`config.mk`:
```
export PLATFORM = sky130hd
export DESIGN_NAME = ram_arbiter_flat
export DESIGN_NICKNAME = d
export VERILOG_FILES = /design/src/rtl/hack_mem_pkg.sv /design/src/rtl/ram_arbiter_if.sv /design/src/rtl/ram_arb_starve_ctr.sv /design/src/rtl/ram_arbiter.sv /design/src/flat_wrapper.sv
export SDC_FILE = /design/constraint.sdc
export NUM_CORES = 1
export LEC_CHECK = 0
export ABC_AREA = 1
export CORE_MARGIN = 3
export CORE_UTILIZATION = 35
export DETAILED_ROUTE_END_ITERATION = 6
export GPL_ROUTABILITY_DRIVEN = 0
export HOLD_SLACK_MARGIN = 0.02
export MAX_ROUTING_LAYER = met4
export PLACE_DENSITY_LB_ADDON = 0.2
export RECOVER_POWER = 25
export SKIP_LAST_GASP = 1
export SLEW_MARGIN = 20
export SYNTH_ARGS = -nofsm -noshare
export SYNTH_HDL_FRONTEND = slang
export SYNTH_SLANG_ARGS = --single-unit
```
`constraint.sdc`:
```
create_clock -name clk -period 1.9 [get_ports clk]
set_input_delay 0.38 -clock clk [delete_from_list [all_inputs] [get_ports clk]]
set_output_delay 0.38 -clock clk [all_outputs]
set_load 0.005 [all_outputs]
```
`src/rtl/hack_mem_pkg.sv`:
```
// hack_mem_pkg: shared RAM widths and the read-owner state encoding for ram_arbiter.
package hack_mem_pkg;
  localparam int ADDR_W = 14;
  localparam int DATA_W = 16;
  typedef enum logic [1:0] {IDLE, CPU_RD, DMA_RD} owner_e;
endpackage

```
`src/rtl/ram_arbiter_if.sv`:
```
// ram_arbiter_if: CPU port, DMA port and RAM16K side of the arbiter; slave = arbiter, master = environment.
interface ram_arbiter_if;
  import hack_mem_pkg::*;
  logic              cpu_req, cpu_we, cpu_gnt, cpu_rvalid;
  logic [ADDR_W-1:0] cpu_addr;
  logic [DATA_W-1:0] cpu_wdata, cpu_rdata;
  logic              dma_req, dma_we, dma_gnt, dma_rvalid;
  logic [ADDR_W-1:0] dma_addr;
  logic [DATA_W-1:0] dma_wdata, dma_rdata;
  logic [ADDR_W-1:0] ram_addr;
  logic [DATA_W-1:0] ram_in, ram_out;
  logic              ram_load;
  modport slave (
    input  cpu_req, cpu_we, cpu_addr, cpu_wdata,
    input  dma_req, dma_we, dma_addr, dma_wdata,
    input  ram_out,
    output cpu_gnt, cpu_rvalid, cpu_rdata,
    output dma_gnt, dma_rvalid, dma_rdata,
    output ram_addr, ram_in, ram_load
  );
  modport master (
    output cpu_req, cpu_we, cpu_addr, cpu_wdata,
    output dma_req, dma_we, dma_addr, dma_wdata,
    output ram_out,
    input  cpu_gnt, cpu_rvalid, cpu_rdata,
    input  dma_gnt, dma_rvalid, dma_rdata,
    input  ram_addr, ram_in, ram_load
  );
endinterface

```
`src/rtl/ram_arb_starve_ctr.sv`:
```
// ram_arb_starve_ctr: counts consecutive CPU-won conflicts, saturating at FAIR_LIMIT.
module ram_arb_starve_ctr #(
  parameter int FAIR_LIMIT = 4
) (
  input  logic clk,
  input  logic reset,
  input  logic conflict,
  input  logic dma_win,
  output logic at_limit
);
  logic [3:0] cnt_q, cnt_d;
  assign at_limit = cnt_q == 4'(FAIR_LIMIT);
  always_comb begin
    cnt_d = (dma_win || !conflict) ? 4'd0 : at_limit ? cnt_q : cnt_q + 4'd1;
  end
  always_ff @(posedge clk or negedge reset) begin
    if (!reset) cnt_q <= '0;
    else cnt_q <= cnt_d;
  end
endmodule

```
`src/rtl/ram_arbiter.sv`:
```
// ram_arbiter: shares one RAM16K between CPU and DMA ports; CPU priority,
// with DMA anti-starvation after FAIR_LIMIT lost conflicts when RAM_ARB_FAIR_EN is defined.
module ram_arbiter
  import hack_mem_pkg::*;
#(
  parameter int FAIR_LIMIT = 4
) (
  input logic         clk,
  input logic         reset,
  ram_arbiter_if.slave bus
);
  owner_e            state_q, state_d;
  logic [ADDR_W-1:0] ram_addr_q, ram_addr_d;
  logic [DATA_W-1:0] ram_in_q, ram_in_d;
  logic              at_limit;
  if (FAIR_LIMIT < 1 || FAIR_LIMIT > 15) begin : g_bad_limit
    $error("ram_arbiter: FAIR_LIMIT must be in 1..15");
  end
`ifdef RAM_ARB_FAIR_EN
  logic conflict;
  assign conflict = bus.cpu_req & bus.dma_req;
  ram_arb_starve_ctr #(.FAIR_LIMIT(FAIR_LIMIT)) u_starve (
    .clk      (clk),
    .reset    (reset),
    .conflict (conflict),
    .dma_win  (bus.dma_gnt),
    .at_limit (at_limit)
  );
`else
  assign at_limit = 1'b0;
`endif
  // Grants are gated by reset so nothing reaches the RAM while it is asserted.
  assign bus.dma_gnt = reset & bus.dma_req & (~bus.cpu_req | at_limit);
  assign bus.cpu_gnt = reset & bus.cpu_req & ~bus.dma_gnt;
  assign bus.ram_load = (bus.cpu_gnt & bus.cpu_we) | (bus.dma_gnt & bus.dma_we);
  assign bus.ram_addr = ram_addr_d;
  assign bus.ram_in = ram_in_d;
  always_comb begin
    ram_addr_d = bus.cpu_gnt ? bus.cpu_addr : bus.dma_gnt ? bus.dma_addr : ram_addr_q;
    ram_in_d = bus.cpu_gnt ? bus.cpu_wdata : bus.dma_gnt ? bus.dma_wdata : ram_in_q;
    state_d = (bus.cpu_gnt && !bus.cpu_we) ? CPU_RD :
              (bus.dma_gnt && !bus.dma_we) ? DMA_RD : IDLE;
  end
  always_ff @(posedge clk or negedge reset) begin
    if (!reset) begin
      state_q <= IDLE;
      ram_addr_q <= '0;
      ram_in_q <= '0;
    end else begin
      state_q <= state_d;
      ram_addr_q <= ram_addr_d;
      ram_in_q <= ram_in_d;
    end
  end
  assign bus.cpu_rvalid = state_q == CPU_RD;
  assign bus.dma_rvalid = state_q == DMA_RD;
  assign bus.cpu_rdata = bus.cpu_rvalid ? bus.ram_out : '0;
  assign bus.dma_rdata = bus.dma_rvalid ? bus.ram_out : '0;
endmodule

```
`src/flat_wrapper.sv`:
```
// flat-port wrapper written by rule: the top's interface ports become plain ports
module ram_arbiter_flat import hack_mem_pkg::*;
#(
  parameter int FAIR_LIMIT = 4
)
  (clk, reset, bus_cpu_req, bus_cpu_we, bus_cpu_addr, bus_cpu_wdata, bus_dma_req, bus_dma_we, bus_dma_addr, bus_dma_wdata, bus_ram_out, bus_cpu_gnt, bus_cpu_rvalid, bus_cpu_rdata, bus_dma_gnt, bus_dma_rvalid, bus_dma_rdata, bus_ram_addr, bus_ram_in, bus_ram_load);
  ram_arbiter_if bus_i ();
  input logic clk;
  input logic reset;
  input wire logic [$bits(bus_i.cpu_req)-1:0] bus_cpu_req;
  input wire logic [$bits(bus_i.cpu_we)-1:0] bus_cpu_we;
  input wire logic [$bits(bus_i.cpu_addr)-1:0] bus_cpu_addr;
  input wire logic [$bits(bus_i.cpu_wdata)-1:0] bus_cpu_wdata;
  input wire logic [$bits(bus_i.dma_req)-1:0] bus_dma_req;
  input wire logic [$bits(bus_i.dma_we)-1:0] bus_dma_we;
  input wire logic [$bits(bus_i.dma_addr)-1:0] bus_dma_addr;
  input wire logic [$bits(bus_i.dma_wdata)-1:0] bus_dma_wdata;
  input wire logic [$bits(bus_i.ram_out)-1:0] bus_ram_out;
  output wire logic [$bits(bus_i.cpu_gnt)-1:0] bus_cpu_gnt;
  output wire logic [$bits(bus_i.cpu_rvalid)-1:0] bus_cpu_rvalid;
  output wire logic [$bits(bus_i.cpu_rdata)-1:0] bus_cpu_rdata;
  output wire logic [$bits(bus_i.dma_gnt)-1:0] bus_dma_gnt;
  output wire logic [$bits(bus_i.dma_rvalid)-1:0] bus_dma_rvalid;
  output wire logic [$bits(bus_i.dma_rdata)-1:0] bus_dma_rdata;
  output wire logic [$bits(bus_i.ram_addr)-1:0] bus_ram_addr;
  output wire logic [$bits(bus_i.ram_in)-1:0] bus_ram_in;
  output wire logic [$bits(bus_i.ram_load)-1:0] bus_ram_load;
  assign bus_i.cpu_req = bus_cpu_req;
  assign bus_i.cpu_we = bus_cpu_we;
  assign bus_i.cpu_addr = bus_cpu_addr;
  assign bus_i.cpu_wdata = bus_cpu_wdata;
  assign bus_i.dma_req = bus_dma_req;
  assign bus_i.dma_we = bus_dma_we;
  assign bus_i.dma_addr = bus_dma_addr;
  assign bus_i.dma_wdata = bus_dma_wdata;
  assign bus_i.ram_out = bus_ram_out;
  assign bus_cpu_gnt = bus_i.cpu_gnt;
  assign bus_cpu_rvalid = bus_i.cpu_rvalid;
  assign bus_cpu_rdata = bus_i.cpu_rdata;
  assign bus_dma_gnt = bus_i.dma_gnt;
  assign bus_dma_rvalid = bus_i.dma_rvalid;
  assign bus_dma_rdata = bus_i.dma_rdata;
  assign bus_ram_addr = bus_i.ram_addr;
  assign bus_ram_in = bus_i.ram_in;
  assign bus_ram_load = bus_i.ram_load;
  ram_arbiter #(.FAIR_LIMIT(FAIR_LIMIT)) u_core (.clk(clk), .reset(reset), .bus(bus_i));
endmodule
```
==> run_1/io_placement.png <==
Bar = 20 µm. Pins as bars across the die edge, other pins in grey.
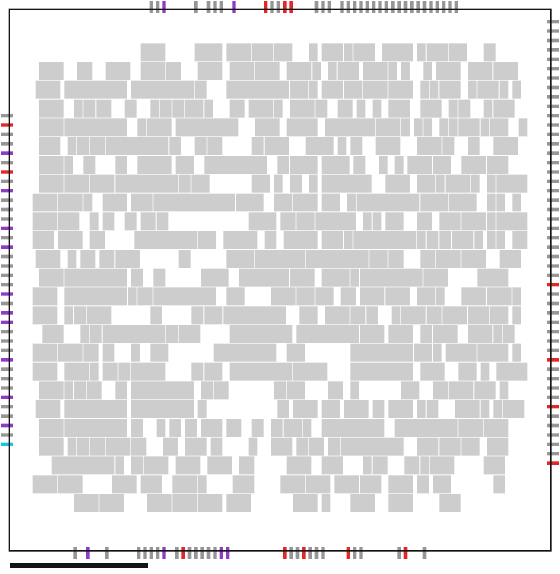
- red: bus_cpu_addr (pins 14; direction input; edge 5 south, 4 east, 3 north, 2 west)
- purple: bus_ram_in (pins 16; direction output; edge 10 west, 4 south, 2 north)
- cyan: clk (pins 1; direction input; edge west)
- all pins by edge: 48 east, 36 west, 35 north, 30 south

==> run_1/sizes.png <==
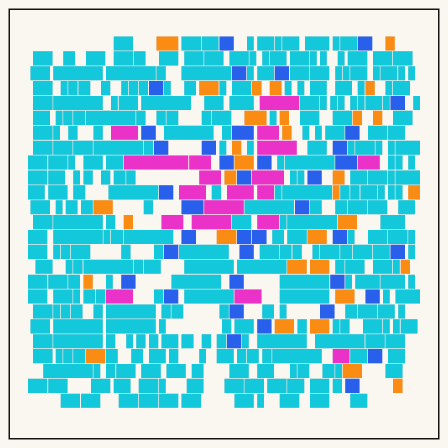
- cyan: _0 and _1 cells (cells 328; share 79%; most used clkdlybuf4s50_1)
- magenta: _6 and larger (cells 19; share 4.6%; most used buf_6)
- blue: _3 and _4 cells (cells 38; share 9.1%; most used buf_4)
- orange: _2 cells (cells 32; share 7.7%; most used nand3_2)
Repair and plain buffers: 195
min setup slack post-route: 6.87 ps
layout overhead on the synthesized area: 106%
post-layout instance area: 0.00376 mm²

==> run_1/placement.png <==
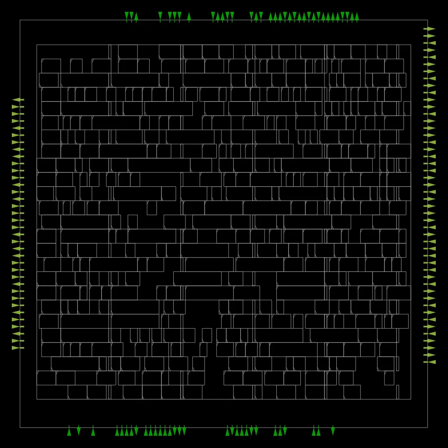
FF+latch count: 32
core outline area: 0.00488 mm²
number of cell rows: 25
count of inserted tapcells: 67
final core utilization: 77.2%

==> PnR_summary.wiki, run 1 <==
=== Synthesis and place and route ===
{| class="wikitable"
! Metric !! Value
|-
| Worst reg2reg path startpoint || u_core.ram_addr_q[4]
|-
| Buffering stage count on the worst path with inverters included || 4
|-
| Status || finished, final reports clean
|-
| Cell internal pwr || 1420 µW
|-
| Number of warnings issued by yosys || 0
|-
| Simple Share, Synth || 44.7%
|-
| Vias after detailed routing || 2,351
|-
| Cell with the biggest individual delay on the critical path || sky130_fd_sc_hd__dfrtp_1
|-
| Log Warnings || 28
|-
| DIE HEIGHT || 78.2 µm
|-
| RSZ-0062 raised after global routing || yes
|-
| Num CTS Buffers || 5
|-
| Mean instance size in the synthesized netlist || 7.76 µm²
|-
| Post-Synth AOI/OAI Area || 0%
|-
| Number of buffers inserted by hold repair at cts || 0
|-
| Reg power frac || 40.2%
|-
| Total negative setup slack || 0 ps
|-
| Starting density of the core || 37.4%
|-
| Netlist area before placement || 0.00182 mm²
|-
| Via count of the first global-routing pass || 2,387
|-
| DR pass1 iterations || 4
|-
| CTS root buf || sky130_fd_sc_hd__clkbuf_8
|-
| Power spent charging and discharging nets || 543 µW
|-
| Worst Hold Margin || 137 ps
|-
| Max-Slew Margin vs Limit || 79.0%
|-
| Worst R2R End || u_core.ram_addr_q[4]
|-
| Global-route wire length before repair || 11,800 µm
|-
| Most common library cells after synthesis || 51 x sky130_fd_sc_hd__nand3_1, 35 x sky130_fd_sc_hd__nor2_1, 34 x sky130_fd_sc_hd__nand2_1, 32 x sky130_fd_sc_hd__dfrtp_1, 30 x sky130_fd_sc_hd__nand4_1
|-
| Ys async rst share || 100%
|-
| Cell count listed in synth_stat.txt || 235
|-
| Post-synthesis xor/xnor area fraction || 0%
|-
| Setup clock skew after layout || 0 ps
|-
| Non-filler cells, final || 484
|-
| Fraction of layout instances using a drive strength above 1 || 21.3%
|-
| Synthesized netlist net count || 317
|-
| Critical path, cell by cell || buf_4 -> nor2_4 -> inv_6 -> buf_4 -> nor2_1 -> dlygate4sd2_1
|-
| Max-cap violation count || 0
|-
| YS chip area || 0.00182 mm²
|-
| Type of origin of the critical path || flip-flop
|}
run 1: registers in the layout, indices dropped and copies added (netlist names):
name               count
u_core.state_q         2
u_core.ram_in_q       16
u_core.ram_addr_q     14
run 1: power groups by stage:
stage               Sequential [µW]  Clock [µW]  Combinational, µW
floorplan                       794           0                219
finish                          789         485                688
global placement                796           0                690
CTS                             787         495                682
global route                    791         530                747
detailed placement              799           0                699
run 1: cells by family after synthesis:
family        after synthesis
buf+inv                    41
flops                      32
simple gates              162
run 1: worst max path at each step:
stage,startpoint,to,slack [ps],depth (start not counted)
after floorplan,u_core.state_q[1],bus_cpu_rdata[10],620,4
after global placement,bus_cpu_req,bus_ram_addr[9],-430,6
after detailed placement,bus_cpu_req,bus_ram_addr[13],-460,6
after CTS,bus_cpu_req,bus_ram_addr[4],-80,6
after global routing,u_core.state_q[1],bus_cpu_rdata[9],-80,6
final,u_core.state_q[1],bus_cpu_rdata[9],7,6
run 1: what timing repair did:
action                     in CTS  in global routing
pin swaps                       3                  4
setup endpoints to repair      63                 42
buffers inserted               16                  1
resized                        83                 45
gates cloned                    1                  0
run 1: placed cells by master, fill, tap and decap left out, drive strengths merged:
cell,count
clkdlybuf4s50,80
nand3,60
buf,46
dlygate4sd2,36
nand2,36
nor2,35
dfrtp,32
nand4,30
inv,20
clkbuf,18
clkdlybuf4s15,12
dlymetal6s2s,8
clkinv,2
nor3,1
bufbuf,1
run 1: final cells by class:
| class | count | area (µm²) | share of cell area, % |
|---|---|---|---|
| clock buffer | 6 | 72.6 | 1.93 |
| clock inverter | 1 | 5.00 | 0.133 |
| inverter | 21 | 101 | 2.69 |
| multi-input combinational | 162 | 857 | 22.8 |
| sequential | 32 | 801 | 21.3 |
| tap | 67 | 83.8 | 2.23 |
| timing repair buffer | 195 | 1840 | 49.0 |
run 1: routing by layer:
| metal | track usage [%] | part of all wire, % | up-vias |
|---|---|---|---|
| met2 | 43.2 | 51 | 118 |
| met1 | 29.1 | 40 | 1066 |
| met4 | 4.72 | 0.57 | 0 |
| met3 | 5.96 | 8.0 | 6 |
| li1 | - | - | 1161 |
| met5 | - | 0 | - |
run 1: stage by stage:
step | worst slack, ps | instance area [µm²] | power (µW)
after floorplan | 623 | 1820 | 1010
after global placement | -428 | 3530 | 1490
after detailed placement | -456 | 3530 | 1500
after CTS | -75.5 | 3760 | 1960
after global routing | -81.3 | 3760 | 2070
final | 6.87 | 3760 | 1960
==> run 2, diff against run 1 <==
--- a/config.mk
+++ b/config.mk
@@ -13,7 +13,7 @@
 export HOLD_SLACK_MARGIN = 0.02
 export MAX_ROUTING_LAYER = met4
 export PLACE_DENSITY_LB_ADDON = 0.2
-export RECOVER_POWER = 25
+export SKIP_CTS_REPAIR_TIMING = 1
 export SKIP_LAST_GASP = 1
 export SLEW_MARGIN = 20
 export SYNTH_ARGS = -nofsm -noshare
==> run_2/cell_density.png <==
The die is cut into 8 by 8 equal tiles; white is low, dark blue is high, 0 to 100% covered.
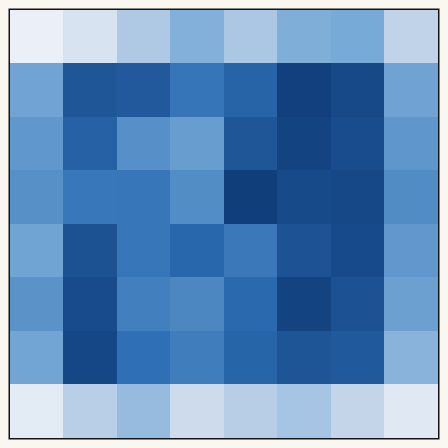
- fullest tile: 94%
- mean over tiles: 63%
- tiles over 75% full: 38%

==> run 2 against run 1 <==
  * Clock-buffer cell count is the same
  * First-iteration DRC count shrank 3.0%
  * Total power grew 2.0%
  * Die area is the same
  * Worst setup slack lost 130 ps
  * Critical path depth shrank 2
  * Worst hold slack gained 22 ps
  * The flow now finishes with violations (negative setup slack)
  * Critical path type is now primary input to output port
  * Non-clock buffer count shrank 7
  * Combinational power grew 5.5%
  * Cell count shrank 1.4%
  * Register-to-register slack is essentially flat
  * Largest power group unchanged
==> PnR_summary.wiki, run 2 <==
=== Synthesis and place and route ===
{| class="wikitable"
! Metric !! Value
|-
| Status || complete, but fails checks
|-
| Violated checks || negative setup slack
|-
| Max-cap violation count || 0 (unchanged)
|-
| Min setup slack post-route || -120 ps (-126 ps)
|-
| Starting density of the core || 37.4% (unchanged)
|-
| Buffering stage count on the worst path with inverters included || 2 (-2)
|-
| DR pass1 iterations || 4 (unchanged)
|-
| Antenna violation net count after detailed routing || 0
|-
| Log Warnings || 27 (-3.6%)
|-
| Fraction of layout instances using a drive strength above 1 || 17.8% (-3.5 points)
|-
| Final core utilization || 80.6% (+3.4 points)
|-
| Critical path, cell by cell || clkdlybuf4s50_1 -> nand4_1 -> nand3_1 -> clkdlybuf4s50_1
|-
| Vias after detailed routing || 2,364 (+0.55%)
|-
| Worst setup slack before clock tree synthesis || -456 ps (unchanged)
|-
| Cell count listed in synth_stat.txt || 235 (unchanged)
|-
| Type of origin of the critical path || primary input
|-
| Cells taking the most area after synthesis || sky130_fd_sc_hd__dfrtp_1 44%, sky130_fd_sc_hd__nand3_1 14%, sky130_fd_sc_hd__nand4_1 10%, sky130_fd_sc_hd__nor2_1 7.2%, sky130_fd_sc_hd__nand2_1 7.0%
|-
| Register with the most flip-flops || u_core.ram_in_q
|-
| DIE HEIGHT || 78.2 µm (unchanged)
|-
| Most common library cells after synthesis || 51 x sky130_fd_sc_hd__nand3_1, 35 x sky130_fd_sc_hd__nor2_1, 34 x sky130_fd_sc_hd__nand2_1, 32 x sky130_fd_sc_hd__dfrtp_1, 30 x sky130_fd_sc_hd__nand4_1
|-
| Number of cell rows || 25 (unchanged)
|-
| Synthesized netlist net count || 317 (unchanged)
|-
| Via count of the first global-routing pass || 2,287 (-4.2%)
|-
| Ys async rst share || 100% (unchanged)
|-
| Layout overhead on the synthesized area || 116%
|-
| Worst Hold Margin || 160 ps (+22.4 ps)
|-
| Number of endpoints failing setup at the final stage || 17
|-
| Core outline area || 0.00488 mm² (unchanged)
|-
| Antenna violations before repair || 0
|-
| FF+latch area || 802 µm² (+0.16%)
|-
| Setup clock skew after layout || 0 ps (unchanged)
|-
| Netlist area before placement || 0.00182 mm² (unchanged)
|-
| RSZ-0062 raised after global routing || yes
|-
| Num CTS Buffers || 5 (unchanged)
|-
| Number of warnings issued by yosys || 0 (unchanged)
|-
| Largest regs || u_core.ram_in_q (16), u_core.ram_addr_q (14), u_core.state_q (2)
|-
| Max-Slew Margin vs Limit || 88.1% (+9.1 points)
|-
| YS chip area || 0.00182 mm² (unchanged)
|-
| Most frequent cells in the layout || 96 x sky130_fd_sc_hd__clkdlybuf4s50_1, 51 x sky130_fd_sc_hd__dlymetal6s2s_1, 47 x sky130_fd_sc_hd__nand3_1
|-
| Most frequent logic cell in the layout || sky130_fd_sc_hd__clkdlybuf4s50_1
|-
| Number of flip-flops in the largest register || 16 (unchanged)
|-
| Cell with the biggest individual delay on the critical path || sky130_fd_sc_hd__clkdlybuf4s50_1
|-
| Pin count of the biggest net entering global routing || 33
|-
| Drc violations || 0
|-
| Combinational Area || 862 µm² (+0.58%)
|-
| Mean instance size in the synthesized netlist || 7.76 µm² (unchanged)
|}
## run 2: worst reg2reg max path: stages (launching register included)
cell and delay [ps]:
sky130_fd_sc_hd__dfrtp_1 380, sky130_fd_sc_hd__nand3_2 70, sky130_fd_sc_hd__nand3_1 120, sky130_fd_sc_hd__buf_4 160
## run 2: where the power goes
| part | total (µW) | switching (µW) | internal [µW] |
|---|---|---|---|
| registers | 789 | 27.5 | 761 |
| logic | 726 | 283 | 443 |
| clock network | 487 | 238 | 249 |
## run 2: layout make-up
type	count	share of cell area [%]
sequential	32	20.4
inverter	21	2.58
timing repair buffer	188	51.0
clock buffer	6	1.85
tap	67	2.13
clock inverter	1	0.127
multi-input combinational	162	21.9
## run 2: final timing paths
check                                      from               endpoint  slack (ps)  cells after the start
max in group asynchronous                 reset     u_core.ram_in_q[1]        1420                      3
hold reg to reg             u_core.ram_in_q[11]    u_core.ram_in_q[11]         520                      2
min in group clk            u_core.ram_in_q[11]    u_core.ram_in_q[11]         520                      2
setup / recovery                bus_dma_addr[3]        bus_ram_addr[3]        -120                      4
hold / removal                            reset  u_core.ram_addr_q[10]         160                      2
setup reg to reg           u_core.ram_addr_q[4]   u_core.ram_addr_q[4]        1080                      3
## run 2: kinds of logic (layout without fill, tap and decap cells)
group / Yosys count / after routing / share of synthesized area [%]
buffers and inverters: 41 / 216 / 11.5
flip-flops: 32 / 32 / 43.9
AND/OR/NAND/NOR: 162 / 162 / 44.7
## run 2: through the flow
| stage | setup TNS [ps] | area, µm² | instances | power [µW] |
|---|---|---|---|---|
| after floorplan | 0 | 1820 | 235 | 1010 |
| after global placement | -12730 | 3530 | 460 | 1490 |
| after detailed placement | -13530 | 3530 | 460 | 1500 |
| after CTS | -18880 | 3610 | 467 | 1990 |
| after global routing | -2670 | 3930 | 477 | 2110 |
| final | -1410 | 3930 | 477 | 2000 |
## run 2: metal layers
| layer | routed length, µm | global-route usage [%] | up-vias |
|---|---|---|---|
| li1 | - | - | 1147 |
| met1 | 3090 | 27.2 | 1082 |
| met2 | 3920 | 38.4 | 118 |
| met3 | 709 | 7.22 | 17 |
| met4 | 177 | 5.24 | 0 |
| met5 | 0 | - | - |
==> run 3, diff against run 2 <==
--- a/config.mk
+++ b/config.mk
@@ -6,8 +6,10 @@
 export NUM_CORES = 1
 export LEC_CHECK = 0
 export ABC_AREA = 1
+export ABC_CLOCK_PERIOD_IN_PS = 1900
 export CORE_MARGIN = 3
 export CORE_UTILIZATION = 35
+export CTS_CLUSTER_SIZE = 28
 export DETAILED_ROUTE_END_ITERATION = 6
 export GPL_ROUTABILITY_DRIVEN = 0
 export HOLD_SLACK_MARGIN = 0.02
==> run_3/io_placement.png <==
Bar = 20 µm. Pins as bars across the die edge, other pins in grey.
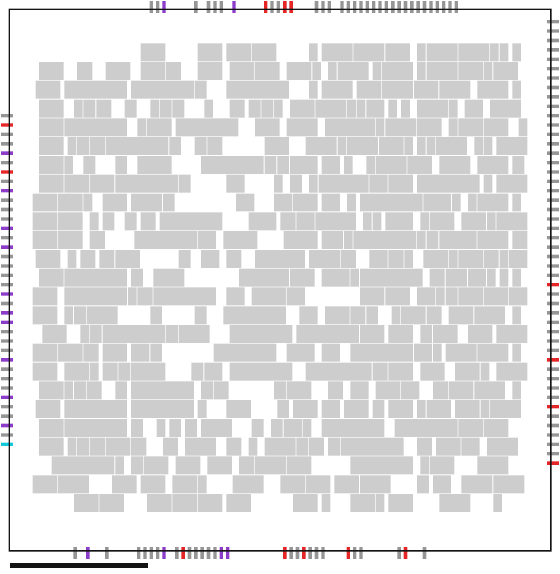
- purple: bus_ram_in (pins 16; direction output; edge 10 west, 4 south, 2 north)
- cyan: clk (pins 1; direction input; edge west)
- red: bus_cpu_addr (pins 14; direction input; edge 5 south, 4 east, 3 north, 2 west)
- all pins by edge: 48 east, 36 west, 35 north, 30 south
number of buffers inserted by port buffering: 148
DIE HEIGHT: 78.2 µm
horizontal extent of the die: 78.2 µm

==> run 3 against run 2 <==
  * Clock-buffer cell count stayed put
  * Largest cell class unchanged
  * Synthesized cell count unchanged
  * Fmax unchanged
  * The run still ends with negative setup slack left
  * Total power is the same
==> PnR_summary.wiki, run 3 <==
=== Synthesis and place and route ===
{| class="wikitable"
! Metric !! Value
|-
| Status || complete, but fails checks
|-
| Violated checks || negative setup slack
|-
| Number of endpoints failing setup at the final stage || 17 (unchanged)
|-
| Power spent charging and discharging nets || 548 µW (unchanged)
|-
| Number of warnings issued by yosys || 0 (unchanged)
|-
| Vias after detailed routing || 2,364 (unchanged)
|-
| Synthesized netlist net count || 317 (unchanged)
|-
| Num CTS Buffers || 5 (unchanged)
|-
| Type of origin of the critical path || primary input
|-
| R2R depth || 3 (unchanged)
|-
| Cell count listed in synth_stat.txt || 235 (unchanged)
|-
| Log Warnings || 27 (unchanged)
|-
| Register with the most flip-flops || u_core.ram_in_q
|-
| Netlist area before placement || 0.00182 mm² (unchanged)
|-
| Number of cell rows || 25 (unchanged)
|-
| Drc violations || 0 (unchanged)
|-
| Mean instance size in the synthesized netlist || 7.76 µm² (unchanged)
|-
| Setup clock skew after layout || 0 ps (unchanged)
|-
| Total negative setup slack || -1410 ps (unchanged)
|-
| Number of placed instances with taps included || 460 (unchanged)
|-
| Number of flip-flops in the largest register || 16 (unchanged)
|-
| DR pass1 iterations || 4 (unchanged)
|-
| Most common library cells after synthesis || 51 x sky130_fd_sc_hd__nand3_1, 35 x sky130_fd_sc_hd__nor2_1, 34 x sky130_fd_sc_hd__nand2_1, 32 x sky130_fd_sc_hd__dfrtp_1, 30 x sky130_fd_sc_hd__nand4_1
|-
| Non-filler cells, final || 477 (unchanged)
|-
| Combinational share of power || 36.3% (about the same)
|-
| Ys async rst share || 100% (unchanged)
|-
| Clock share of power || 24.3% (about the same)
|-
| Min setup slack post-route || -120 ps (unchanged)
|}
run 3: cell counts in the layout (fill, tap and decap cells not counted):
Identical to the previous run, type by type.
run 3: power groups by stage:
stage	Sequential (µW)	Combinational, µW	Clock, µW
2_1_floorplan	794	219	0
4_1_cts	787	704	495
3_5_place_dp	799	699	0
6_report	789	726	487
5_1_grt	792	782	535
3_3_place_gp	796	690	0
run 3: stage by stage:
step	setup WS [ps]	power, µW	utilization, %	instance area (µm²)
after floorplan	623	1010	-	1820
after global placement	-428	1490	72.4	3530
after detailed placement	-456	1500	72.4	3530
after CTS	-462	1990	74.0	3610
after global routing	-197	2110	80.6	3930
final	-120	2000	80.6	3930
run 3: path summary, 6_finish.rpt:
| check | endpoint | slack [ps] | from |
|---|---|---|---|
| hold reg to reg | u_core.ram_in_q[11] | 520 | u_core.ram_in_q[11] |
| setup reg to reg | u_core.ram_addr_q[4] | 1080 | u_core.ram_addr_q[4] |
| hold / removal | u_core.ram_addr_q[10] | 160 | reset |
| min in group clk | u_core.ram_in_q[11] | 520 | u_core.ram_in_q[11] |
| setup / recovery | bus_ram_addr[3] | -120 | bus_dma_addr[3] |
| max in group asynchronous | u_core.ram_in_q[1] | 1420 | reset |
run 3: layer usage:
metal / share of wire, % / vias to the layer above / track usage, %
li1: - / 1147 / -
met1: 39 / 1082 / 27.2
met2: 50 / 118 / 38.4
met3: 9.0 / 17 / 7.22
met4: 2.2 / 0 / 5.24
met5: 0 / - / -
run 3: layout make-up:
| cell class | count | area, µm² | area share (%) |
|---|---|---|---|
| clock buffers | 6 | 72.6 | 1.85 |
| clock inverters | 1 | 5.00 | 0.127 |
| inverters | 21 | 101 | 2.58 |
| multi-input cells | 162 | 862 | 21.9 |
| flip-flops and latches | 32 | 802 | 20.4 |
| well taps | 67 | 83.8 | 2.13 |
| repair buffers | 188 | 2010 | 51.0 |
run 3: kinds of logic (layout without fill, tap and decap cells):
group,after synthesis,after routing,synth area share [%]
buffers and inverters,41,216,11.5
and+or+nand+nor,162,162,44.7
DFF,32,32,43.9
run 3: critical path: cells and delay by family:
family	cells	cell delay, ps
buf+inv	2	1000
simple gates	2	260

==> notes/layouts.md <==
Pictures saved along the way, in no particular order.

Close-up of the layout.
Window x 49 to 69, y 49 to 69 µm. Cells in grey, sequential cells in the stronger grey; small squares are vias.
Plate I
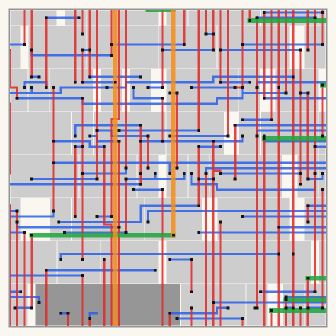
Plate II
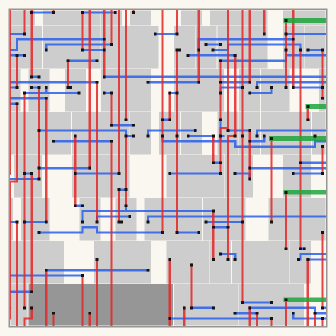
run 1 -> Plate II
run 2 -> Plate I

Key to Plate II:
- red: metal 2
- blue: metal 1
- green: metal 3
- netlist names of flops here include: u_core.ram_addr_q (1)
- cells with their middle in the window: 42
- most frequent: nor2_1 (12), clkdlybuf4s50_1 (7), inv_1 (5)
- sequential cells in the window: 1

No activity file was given, so power comes from the tool's default toggle rates.
